Run 1, a small window of the routed layout:
Window x 85 to 110, y 61 to 86 microns. Cells in grey, sequential cells in the stronger grey; small squares are vias.
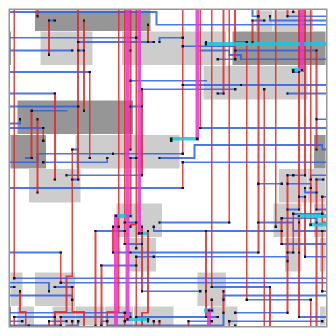
Run 1, sequential cells grouped by signal name:
Scale: 1 px per micron. Other sequential cells in the stronger grey, the rest of the logic in the fainter grey.
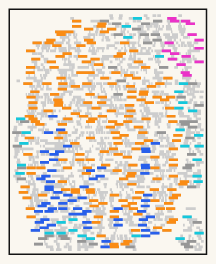
Run 1, routing congestion:
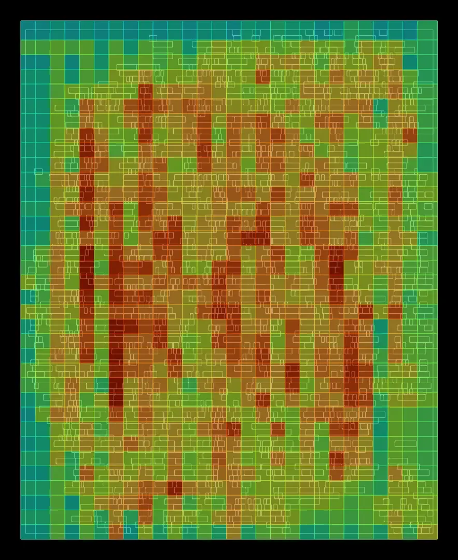
Run 1, pin map:
Scale: 2 px per micron. Pins as bars across the die edge, other pins in grey.
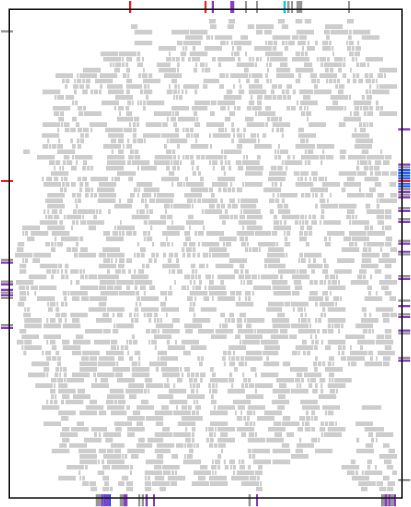
==> config.mk <==
export PLATFORM = sky130hd
export DESIGN_NAME = bloom_filter_csr_mc
export DESIGN_NICKNAME = d
export VERILOG_FILES = /design/src/rtl/bloom_filter_csr_mc.sv
export SDC_FILE = /design/constraint.sdc
export NUM_CORES = 1
export LEC_CHECK = 0
export CORE_ASPECT_RATIO = 1.25
export CORE_MARGIN = 2
export CORE_UTILIZATION = 40
export DETAILED_ROUTE_END_ITERATION = 7
export GPL_TIMING_DRIVEN = 0
export PLACE_DENSITY_LB_ADDON = 0.08
export REMOVE_ABC_BUFFERS = 1
export SYNTH_ARGS = -nofsm -noshare
export SYNTH_HDL_FRONTEND = slang
export SYNTH_SLANG_ARGS = --single-unit
==> constraint.sdc <==
create_clock -name clk_i -period 13.4 [get_ports clk_i]
set_clock_uncertainty 0.15 [all_clocks]
set_input_delay 2.01 -clock clk_i [delete_from_list [all_inputs] [get_ports clk_i]]
set_output_delay 2.01 -clock clk_i [all_outputs]
set_load 0.005 [all_outputs]
==> impl_metrics.csv <==
group,metric,value,unit
power,p_leak,8.94,nW
floorplan,core_area,0.0453,sq mm
finish,fill_cells,4251,
global_routing,track_usage,24.6,%
global_routing,grt_overflow,0,
routing,drtIter0Drc,968,
worst_setup_path,crit_fanout,29,
routing,vias,14300,
worst_hold_path,hold_path_depth,2,
final_timing,drv_slew,0,
synthesis,postSynthAreaPerCell,10.3,sq um
routing,ant_nets,0,
power,comb_power_share,6.5,%
clock_network,tritoncts,"yes",
finish,largest_reg_flops,192,
power,pwr-share-clk,47.2,%
clock_network,cts-resized-gates,0,
worst_setup_path,crit_path_end_kind,"register",
final_timing,fin_crit,4.90,ns
placed_design,place_hpwl,41800,microns
power,p_per_area,113,mW/mm^2
job,drv_cap,0,
floorplan,num_io_pins,85,
clock_network,post_cts_buffers,0,
synthesis,synth_stat.cells,1780,
worst_setup_path,arrival,5.21,ns
placed_design,gp_congestion,0.872,
power,p_int,1.81,mW
worst_setup_path,cp_top_family,"simple AND/OR/NAND/NOR gates",
final_timing,layout_setup_ws,8.50,ns
clock_network,root_buffer,"clkbuf_16",
worst_setup_path,crit_chain,"buf_2, buf_12, nor2b_1, and3_2, nand2_2, buf_12, mux2_2",
floorplan,die-area,0.0477,sq mm
synthesis,yosys_warnings,0,
synthesis,synth_flops,348,
finish,logic_area,0.00926,sq mm
synthesis,synth_cell_types,65,
final_timing,rsz0062_at_grt,"false",
final_timing,relSlewSlack,12.5,%
power,p_sw,0.583,mW
power,peakVddDrop,79.3,uV
routing,drtPass1Iterations,7,
clock_network,clkTransAtPathRegs,0.06,ns
global_routing,grt_pass1_vias,14100,
floorplan,fp-row-count,87,
finish,drive_above_1_share,13.7,%
clock_network,cts_sinks,348,
clock_network,clock_latency,0.58,ns
floorplan,fp_util,40.6,%
final_timing,hold_viol,0,
finish,fin_nets,1894,
worst_setup_path,critical_path_depth,7,
power,pwr-share-seq,46.3,%
worst_setup_path,start_kind,"input port",
worst_setup_path,worst_path_most_repeated_cell,"buf_12",
routing,drt-total-wl,57400,microns
synthesis,async_flop_share,100,%
synthesis,ys_seq_share,47.4,%
clock_network,htreeDepth,2,
global_routing,grt_max_degree,126,
worst_setup_path,crit_required,13.71,ns
placed_design,placed_cells,2371,
synthesis,synth_cells,1780,
worst_hold_path,worstHoldPathType,"reg -> reg",
finish,regArea,0.00871,sq mm
worst_setup_path,crit_buf_inv,3,
synthesis,syn-cell-area,0.0184,sq mm
clock_network,hold_buffers,0,
worst_setup_path,critPathKind,"in -> reg",
routing,viasPerCell,5.86,
worst_setup_path,max_stage_delay,0.69,ns
synthesis,yosys_area,0.0184,sq mm
placed_design,place_ws,7.90,ns
finish,antenna_cells,0,
synthesis,edf_count,0,
finish,layout.cells.non_filler,2442,
synthesis,ff_type,"dfrtp_1",
final_timing,max_freq,204,MHz
clock_network,cts_buffer_depth,3,
final_timing,finalSetupViolCount,0,
worst_setup_path,r2r_slack,9.40,ns
worst_setup_path,crit_slowest_cell,"nor2b_1",
run_status,status,"complete, no violations",
final_timing,tightestPinTransition,1.31,ns
job,warnings,32,
clock_network,numCtsBuffers,41,
global_routing,antenna_found_initial,0,
power,netSwitchingFraction,24.4,%
final_timing,period_used_share,36.6,%
routing,post-route-drc-count,0,
global_routing,grt_pass1_wl,88700,microns
worst_setup_path,r2r_cells,7,
finish,syn_to_final_growth,15.5,%
## Picture notes: 'a small window of the routed layout'
Key: blue = M1; magenta = M4; red = M2; cyan = M3
27 logic cells have their middle in the window. Sequential cells in the window: 3. Most frequent: nand4_1 (4).

## Picture notes: 'sequential cells grouped by signal name'
Key: orange = `cnt_q` [flops 192, where widely spread]; blue = `shadow_q` [flops 64]; magenta = `tmo_q` [flops 16, where north-east]; cyan = `scratch_q` [flops 32, where widely spread]
Seq/total area: 41.0%
Util after Layout: 46.8%

## Picture notes: 'routing congestion'
met1 GRT Util: 33.1%
WL/cell: 23.5 microns
GR Util met3: 3.27%
GR peak layer: met2
met2 usage in global routing: 39.4%

## Picture notes: 'pin map'
Key: blue = `amm_slave_csr_address_i` [pins 8, direction input, edge 6 east, 2 south]; red = `match_stb_i` [pins 4, direction input, edge 2 north, 1 east, 1 west]; purple = `amm_slave_csr_readdata_o` [pins 32, direction output, edge 13 east, 11 south, 5 west, 3 north]; cyan = `irq_o` [pins 1, direction output, edge north]
All pins by edge: 33 east, 26 south, 14 north, 12 west.
Die X: 196 microns
PortBufs: 84
die y size: 244 microns

run 1: layout make-up:
class | instances | share of cell area (%)
Multi-Input combinational cell | 1324 | 43.6
Sequential cell | 348 | 41.0
Clock buffer | 56 | 5.48
Timing Repair Buffer | 98 | 5.20
Tap cell | 578 | 3.41
Clock inverter | 15 | 0.773
Inverter | 23 | 0.442
run 1: Yosys cell counts, drive strengths merged (12+ instances only):
cell,instances,area [sq um]
dfrtp,348,8710
nor2,261,980
nand2,104,390
nand3,101,518
mux2,93,1050
xnor2,90,788
nand4,84,544
xor2,84,736
nor3,73,365
clkbuf,60,245
a21oi,53,265
mux4,48,1090
nor4,47,364
and3,41,258
o21ai,30,158
buf,25,110
a22oi,23,173
and4,23,203
inv,23,86.3
and2,16,100
or3,16,100
o211ai,15,113
a222oi,12,120
o21a,12,90.1
run 1: kinds of logic (layout without fill, tap and decap cells):
group / Yosys count / count (layout) / synth area share (%)
AOI/OAI and AO/OA: 185 / 185 / 6.76
buffers and inverters: 108 / 192 / 2.40
xor gates and xnor gates: 174 / 174 / 8.30
muxes: 142 / 142 / 11.7
DFF: 348 / 348 / 47.4
adders and majority gates: 9 / 9 / 0.613
and+or+nand+nor: 814 / 814 / 22.8
run 1: tightest hold or removal path: cells and delay by family, from the launching register on:
kind,cells,cell delay [ns]
compound gates,1,0.07
flops,1,0.34
simple gates,1,0.04
run 1: power groups by stage:
| stage | clock [mW] | sequential (mW) | combinational, mW |
|---|---|---|---|
| 6_report | 1.13 | 1.11 | 0.155 |
| 5_1_grt | 1.19 | 1.11 | 0.175 |
| 4_1_cts | 1.16 | 1.11 | 0.159 |
| 3_5_place_dp | 0 | 1.13 | 0.158 |
| 3_3_place_gp | 0 | 1.13 | 0.155 |
| 2_1_floorplan | 0 | 1.12 | 0.0831 |
run 1: routing by layer:
metal  track usage [%]  share of wire (%)
met5                 0                  0
met1              33.1                 44
met2              39.4                 47
met3              3.27                4.4
met4              11.6                4.6
run 1: layout by cell type, fill, tap and decap left out, drive strengths merged, types with 8 or more instances in the layout:
cell type      count
a21oi             53
a222oi            12
a22oi             23
and2              16
and3              41
and4              23
buf               17
clkbuf            56
clkdlybuf4s50     81
clkinv             9
dfrtp            348
ha                 9
inv               25
mux2              93
mux4              48
nand2            104
nand3            101
nand4             84
nor2             261
nor3              73
nor3b              8
nor4              47
o211ai            15
o21a              12
o21ai             30
or2                8
or3               16
or4                9
xnor2             90
xor2              84
run 1: per-stage QoR:
step | instance area [sq um] | power [mW] | util, % | setup TNS, ns | hold WS [ns]
6_report | 21200 | 2.39 | 46.8 | 0 | 0.334
5_1_grt | 21200 | 2.48 | 46.8 | 0 | 0.350
4_1_cts | 21200 | 2.42 | 46.8 | 0 | 0.337
3_5_place_dp | 19900 | 1.28 | 43.9 | 0 | 0.324
3_3_place_gp | 19600 | 1.28 | 43.2 | -1160.61 | 0.310
2_1_floorplan | 18000 | 1.20 | - | 0 | 0.295
Power is estimated from default activity; no workload was simulated.
